===== src/rtl/serial_shift_unit_pkg.sv =====
`default_nettype none
// =====================================================================
// serial_shift_unit_pkg - opcodes and FSM states; rev 1.0
// =====================================================================
package serial_shift_unit_pkg;

  localparam logic [2:0] OP_SRL  = 3'b000;
  localparam logic [2:0] OP_SRA  = 3'b001;
  localparam logic [2:0] OP_SLL  = 3'b010;
  localparam logic [2:0] OP_ROR  = 3'b011;
  localparam logic [2:0] OP_ROL  = 3'b100;
  localparam logic [2:0] OP_HOLD = 3'b101;

  typedef enum logic [1:0] {
    S_IDLE  = 2'd0,
    S_SHIFT = 2'd1,
    S_DONE  = 2'd2
  } state_t;

endpackage
`default_nettype wire


===== src/rtl/serial_shift_unit_step.sv =====
`default_nettype none
// =====================================================================
// serial_shift_unit_step - combinational one-position shifter; rev 1.0
// =====================================================================
module serial_shift_unit_step
  import serial_shift_unit_pkg::*;
#(
  parameter int WIDTH = 8
) (
  input  logic [WIDTH-1:0] word,
  input  logic [2:0]       op,
  input  logic             ser_in,
  output logic [WIDTH-1:0] next_word,
  output logic             out_bit
);

  always_comb begin
    next_word = word;
    out_bit   = 1'b0;
    case (op)
      OP_SRL: begin
        next_word = {ser_in, word[WIDTH-1:1]};
        out_bit   = word[0];
      end
      OP_SRA: begin
        next_word = {word[WIDTH-1], word[WIDTH-1:1]};
        out_bit   = word[0];
      end
      OP_SLL: begin
        next_word = {word[WIDTH-2:0], ser_in};
        out_bit   = word[WIDTH-1];
      end
      OP_ROR: begin
        next_word = {word[0], word[WIDTH-1:1]};
        out_bit   = word[0];
      end
      OP_ROL: begin
        next_word = {word[WIDTH-2:0], word[WIDTH-1]};
        out_bit   = word[WIDTH-1];
      end
      // HOLD and the reserved codes leave the word untouched
      default: begin
        next_word = word;
        out_bit   = 1'b0;
      end
    endcase
  end

endmodule
`default_nettype wire


===== src/rtl/serial_shift_unit.sv =====
`default_nettype none
// =====================================================================
// serial_shift_unit - one-bit-per-clock shifter with valid/ready; rev 1.0
// =====================================================================
module serial_shift_unit #(
  parameter  int WIDTH = 8,
  localparam int AMT_W = $clog2(WIDTH + 1)
) (
  input  logic             clk,
  input  logic             rst_n,
  input  logic             in_valid,
  output logic             in_ready,
  input  logic [WIDTH-1:0] in_data,
  input  logic [AMT_W-1:0] in_amt,
  input  logic [2:0]       in_op,
  input  logic             ser_in,
  output logic             out_valid,
  input  logic             out_ready,
  output logic [WIDTH-1:0] out_data,
  output logic             out_k,
  output logic             out_sticky,
  output logic             busy
);
  import serial_shift_unit_pkg::*;

  state_t           state_q, state_d;
  logic [WIDTH-1:0] data_q, data_d;
  logic [AMT_W-1:0] cnt_q, cnt_d;
  logic [2:0]       op_q, op_d;
  logic             ser_q, ser_d;
  logic             k_q, k_d;
  logic             sticky_q, sticky_d;
  logic             ready_q, ready_d;
  logic             valid_q, valid_d;
  logic             busy_q, busy_d;

  logic [AMT_W-1:0] amt_eff;
  logic [WIDTH-1:0] step_word;
  logic             step_bit;

  serial_shift_unit_step #(.WIDTH(WIDTH)) u_step (
    .word      (data_q),
    .op        (op_q),
    .ser_in    (ser_q),
    .next_word (step_word),
    .out_bit   (step_bit)
  );

  always_comb begin
    amt_eff = (in_amt > AMT_W'(WIDTH)) ? AMT_W'(WIDTH) : in_amt;
    if (in_op >= OP_HOLD) amt_eff = '0;
  end

  always_comb begin
    state_d  = state_q;
    data_d   = data_q;
    cnt_d    = cnt_q;
    op_d     = op_q;
    ser_d    = ser_q;
    k_d      = k_q;
    sticky_d = sticky_q;
    case (state_q)
      S_IDLE: begin
        // ready_q gates the first cycle after reset release
        if (in_valid && ready_q) begin
          data_d   = in_data;
          op_d     = in_op;
          ser_d    = ser_in;
          cnt_d    = amt_eff;
          k_d      = 1'b0;
          sticky_d = 1'b0;
          state_d  = (amt_eff == '0) ? S_DONE : S_SHIFT;
        end
      end
      S_SHIFT: begin
        data_d   = step_word;
        k_d      = step_bit;
        sticky_d = sticky_q | step_bit;
        cnt_d    = cnt_q - 1'b1;
        if (cnt_q == AMT_W'(1)) state_d = S_DONE;
      end
      S_DONE: begin
        if (out_ready) begin
          state_d  = S_IDLE;
          data_d   = '0;
          k_d      = 1'b0;
          sticky_d = 1'b0;
        end
      end
      default: state_d = S_IDLE;
    endcase
    ready_d = (state_d == S_IDLE);
    valid_d = (state_d == S_DONE);
    busy_d  = (state_d != S_IDLE);
  end

  always_ff @(posedge clk or negedge rst_n) begin
    if (!rst_n) begin
      state_q  <= S_IDLE;
      data_q   <= '0;
      cnt_q    <= '0;
      op_q     <= '0;
      ser_q    <= 1'b0;
      k_q      <= 1'b0;
      sticky_q <= 1'b0;
      ready_q  <= 1'b0;
      valid_q  <= 1'b0;
      busy_q   <= 1'b0;
    end else begin
      state_q  <= state_d;
      data_q   <= data_d;
      cnt_q    <= cnt_d;
      op_q     <= op_d;
      ser_q    <= ser_d;
      k_q      <= k_d;
      sticky_q <= sticky_d;
      ready_q  <= ready_d;
      valid_q  <= valid_d;
      busy_q   <= busy_d;
    end
  end

  assign in_ready   = ready_q;
  assign out_valid  = valid_q;
  assign out_data   = data_q;
  assign out_k      = k_q;
  assign out_sticky = sticky_q;
  assign busy       = busy_q;

endmodule
`default_nettype wire

===== config.mk =====
export PLATFORM = sky130hd
export DESIGN_NAME = serial_shift_unit
export DESIGN_NICKNAME = d
export VERILOG_FILES = /design/src/rtl/serial_shift_unit_pkg.sv /design/src/rtl/serial_shift_unit_step.sv /design/src/rtl/serial_shift_unit.sv
export SDC_FILE = /design/constraint.sdc
export NUM_CORES = 1
export LEC_CHECK = 0
export ABC_AREA = 1
export CORE_UTILIZATION = 45
export DETAILED_ROUTE_END_ITERATION = 8
export PLACE_DENSITY = 0.72
export RECOVER_POWER = 100
export SLEW_MARGIN = 0
export SYNTH_ARGS = -nofsm -noshare
export SYNTH_HDL_FRONTEND = slang
export SYNTH_SLANG_ARGS = --single-unit
export TNS_END_PERCENT = 10

===== constraint.sdc =====
create_clock -name clk -period 1.9 [get_ports clk]
set_clock_uncertainty 0.2 [all_clocks]
set_input_delay 0.475 -clock clk [delete_from_list [all_inputs] [get_ports clk]]
set_output_delay 0.475 -clock clk [all_outputs]
set_load 0.01 [all_outputs]

run_1/m1.png
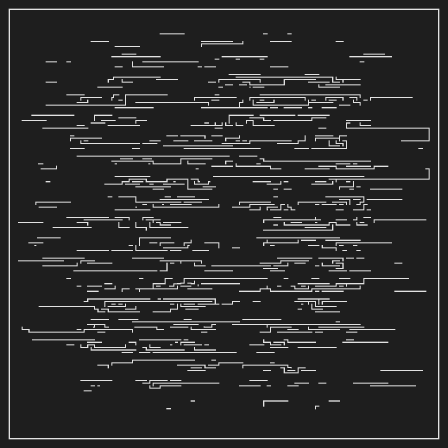
The longest straight run is 20.2 um. 221 nets have wire on it. The layer holds 44% of the routed length. The layer carries 1,450 um of wire.

run_1/sizing.png
The bar under the picture is 20 um long.
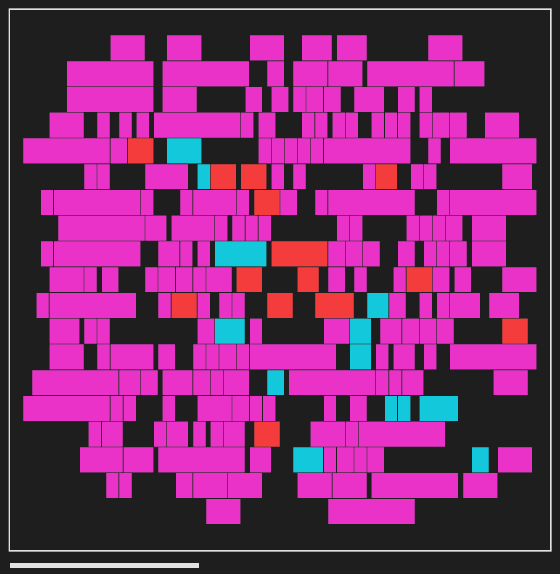
Key: red = x3 and x4 [cells 14, share 6.2%]; cyan = x2 [cells 13, share 5.8%]; magenta = x1 and smaller [cells 198, share 88%]

run_1/layers.png
Only two layers are drawn.
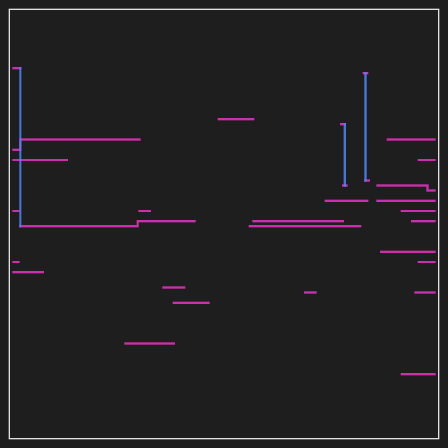
Key: magenta = M3 [wire length 157 um]; blue = M4 [wire length 43.5 um]

==> CHANGELOG.md, run 1 <==
## Implementation

- Status: finished, violations left
- Failing checks: design-rule violations
- IO Pins: 33
- Syn Area/Cell: about 7.5 um2
- Simple share: a little over a quarter
- Critical-path maximum fanout: 8
- Total number of vias: around 1,400
- HPWL after DPL: 2450 um
- N_diodes: 0
- HP Class: register to register
- Nets at Floorplan: ~210
- DR DRC count: 2
- Comb. pwr: between 1.5 and 2 mW
- Sequential portion of the cell area: 31.9%
- Total wire length: 3330 um
- Root buf cell: clkbuf_4
- Fin crit period: 1.79 ns
- IO buf count: 32
- Comb area share: between 30% and 40%
- Seq/Total Area, Yosys: a little over two fifths
- Die Span X: 57.1 um
- GRT overflow: 0
- Max reg flops: 8
- Top cells, area: dfrtp_1, nand2_1, a21oi_1
## Run 2: what changed since run 1
PLACE_DENSITY = 0.7   (was 0.72)
SYNTH_HIERARCHICAL = 1   (was unset)
==> CHANGELOG.md, run 2 <==
## Implementation

- CP Buf/Inv Count: 3 (was 4)
- Nets at Floorplan: 234 (was 207)
- Design Power: 3.22 mW (was 3.01 mW)
- N_diodes: 0 (unchanged)
- Top cells, area: dfrtp_1, nand2_1, nand3_1 (was dfrtp_1, nand2_1, a21oi_1)
- IO buf count: 32 (unchanged)
- Compound Share, Synth: 16.3% (was 16.7%)
- Power Clock: 0.226 mW (was 0.229 mW)
- DR DRC count: 0 (was 2)
- Root buf cell: clkbuf_4 (unchanged)
- Simple share: 29.5% (was 26.6%)
- Comb. pwr: 2.06 mW (was 1.85 mW)
- HP Class: register to register (unchanged)
- CP Capture Type: register (unchanged)
- GR Util met1: 29.8% (was 24.9%)
- Die Span X: 61.1 um (was 57.1 um)
- Syn Area/Cell: 7.56 um2 (was 7.53 um2)
- Signal buffers share of area: 21.7% (was 20.6%)
- Combinational gates: 154 (was 134)
- Util after Layout: 61.2% (was 64.4%)
- Seq/Total Area, Yosys: 36.6% (was 42.2%)
- Design area: 2040 um2 (was 1810 um2)
- GRT overflow: 0 (unchanged)
- IO Pins: 33 (unchanged)
- Area growth, synth to finish: 29.8% (was 32.5%)
- Hold Path Stages: 2 (unchanged)
- Status: completed (was finished, violations left)
- Critical-path maximum fanout: 8 (unchanged)
- HPWL after DPL: 2650 um (was 2450 um)
- Sequential portion of the cell area: 28.2% (was 31.9%)
- Max reg flops: 8 (unchanged)
- Most numerous logic cells after layout: nand2_1, nand3_1, inv_1, dfrtp_1, nor2_1 (was nand2_1, dfrtp_1, a21oi_1, inv_1, clkdlybuf4s50_1)
run_2/m2.png
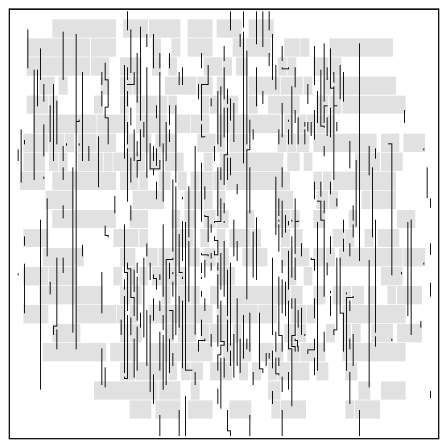
The layer carries 1,650 um of wire. The layer holds 46% of the routed length. The wires run mostly vertical. The longest straight run is 44.9 um. 223 nets have wire on it.
met2 Use GR: 33.1%
total number of vias: 1,555
total wire length: 3610 um

run_2/clock_nets.png
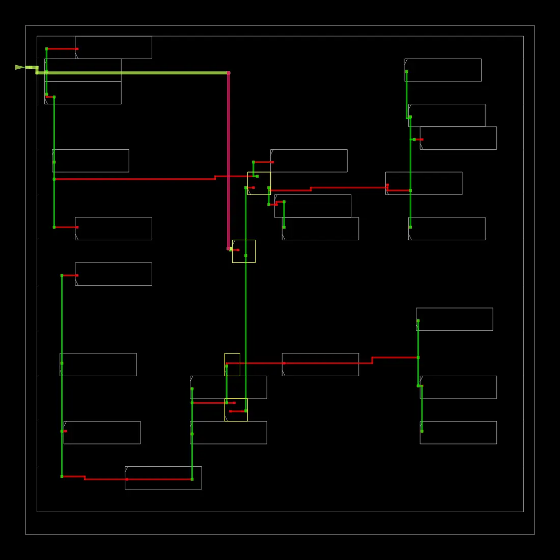
clkbuf count: 3
registers: 23
Latency at later pin: 0.31 ns

run_2/sizing.png
The bar under the picture is 20 um long.
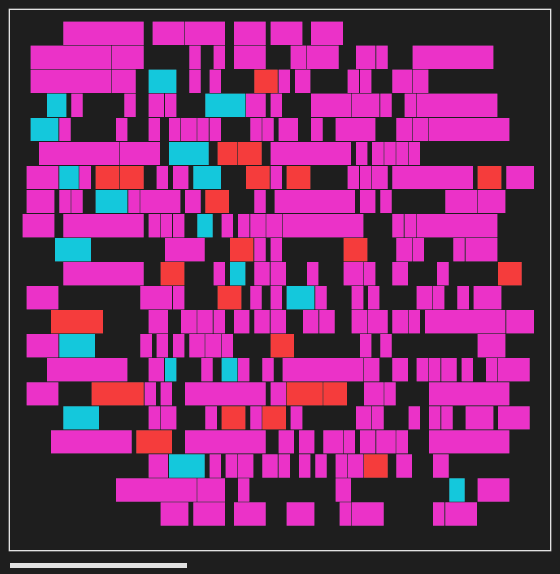
Key: cyan = x2 [cells 18, share 7.0%]; red = x3 and x4 [cells 23, share 8.9%]; magenta = x1 and smaller [cells 217, share 84%]

## Run 3: what changed since run 2
ABC_AREA = unset   (was 1)
PLACE_DENSITY = 0.69   (was 0.7)
SKIP_LAST_GASP = 1   (was unset)
==> CHANGELOG.md, run 3 <==
## Implementation

- Combinational gates: 153 (was 154)
- Most numerous logic cells after layout: clkdlybuf4s50_1, buf_4, a21oi_1, dfrtp_1, nand2_1 (was nand2_1, nand3_1, inv_1, dfrtp_1, nor2_1)
- Nets at Floorplan: 220 (was 234)
- Failing checks: negative setup slack
- Final setup viols: 10 (was 0)
- CP Buf/Inv Count: 1 (was 3)
- Inverters, non-clock: 9 (was 25)
- Clkbuf count: 3 (unchanged)
- Signal buffers share of area: 24.9% (was 21.7%)
- Min setup slack post-route: -0.0437 ns (was 0.166 ns)
- Slowest-stage cell, CP: clkdlybuf4s50_1 (was dfrtp_1)
- Die Span X: 62.0 um (was 61.1 um)
- FF+latch area: 578 um2 (was 576 um2)
- Simple share: 28.8% (was 29.5%)
- HP Class: register to register (unchanged)
- Syn Area/Cell: 8.36 um2 (was 7.56 um2)
- Metal3 WL: 211 um (was 152 um)
- M1 wire length: 1770 um (was 1760 um)
- Comb area share: 44.4% (was 41.2%)
- Seq/Total Area, Yosys: 35.5% (was 36.6%)
- Top cells, area: dfrtp_1, a21oi_1, ha_1 (was dfrtp_1, nand2_1, nand3_1)
- R2r setup slk: -0.02 ns (was 0.17 ns)
- CP Capture Type: primary output (was register)
- Registers: 23 (unchanged)
- Post-synth ARST share: 100% (unchanged)
- Root buf cell: clkbuf_4 (unchanged)
- Design Power: 3.85 mW (was 3.22 mW)
- Critical-path maximum fanout: 4 (was 8)
- HPWL after DPL: 3300 um (was 2650 um)
- Sequential portion of the cell area: 25.5% (was 28.2%)
- Compound Share, Synth: 23.1% (was 16.3%)
- N_diodes: 0 (unchanged)
- Power Dens Cells: 1700 nW/um2 (was 1570 nW/um2)
- DR DRC count: 0 (unchanged)
- Util after Layout: 66.9% (was 61.2%)
- P_int: 2.16 mW (was 1.67 mW)
- Commonest cells in the synthesized netlist: a21oi_1, dfrtp_1, nand2_1 (was nand2_1, nand3_1, dfrtp_1, inv_1, nor2_1)
- Hold Path Stages: 2 (unchanged)
- IO Pins: 33 (unchanged)
- Comb. pwr: 2.72 mW (was 2.06 mW)
- Status: finished, violations left (was completed)
- Design area: 2270 um2 (was 2040 um2)
- IO buf count: 32 (unchanged)
run_3/clock_nets.png
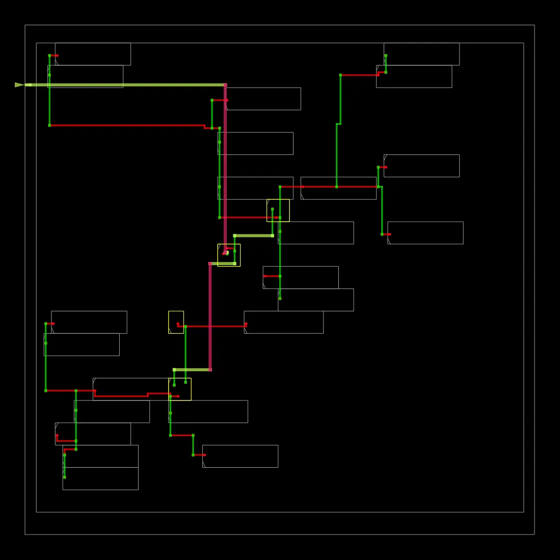
Power Clock: 0.223 mW
Num CTS Buffers: 3
Latency at later pin: 0.32 ns
clock sinks: 23

run_3/m1.png
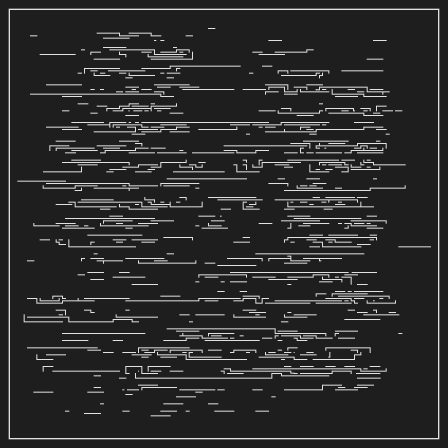
The wires run mostly horizontal. 242 nets have wire on it. The layer holds 43% of the routed length.
GR Util met1: 32.8%
total wire length: 4170 um

run_3/m2.png
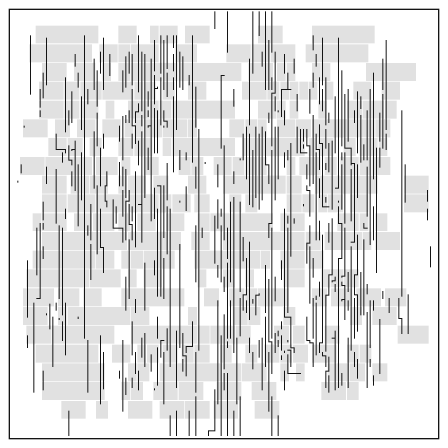
The longest straight run is 43.9 um. The layer carries 2,140 um of wire.
met2 Use GR: 40.3%
total number of vias: 1,661

Power figures rest on the tool's default switching activity, not on a simulated workload.
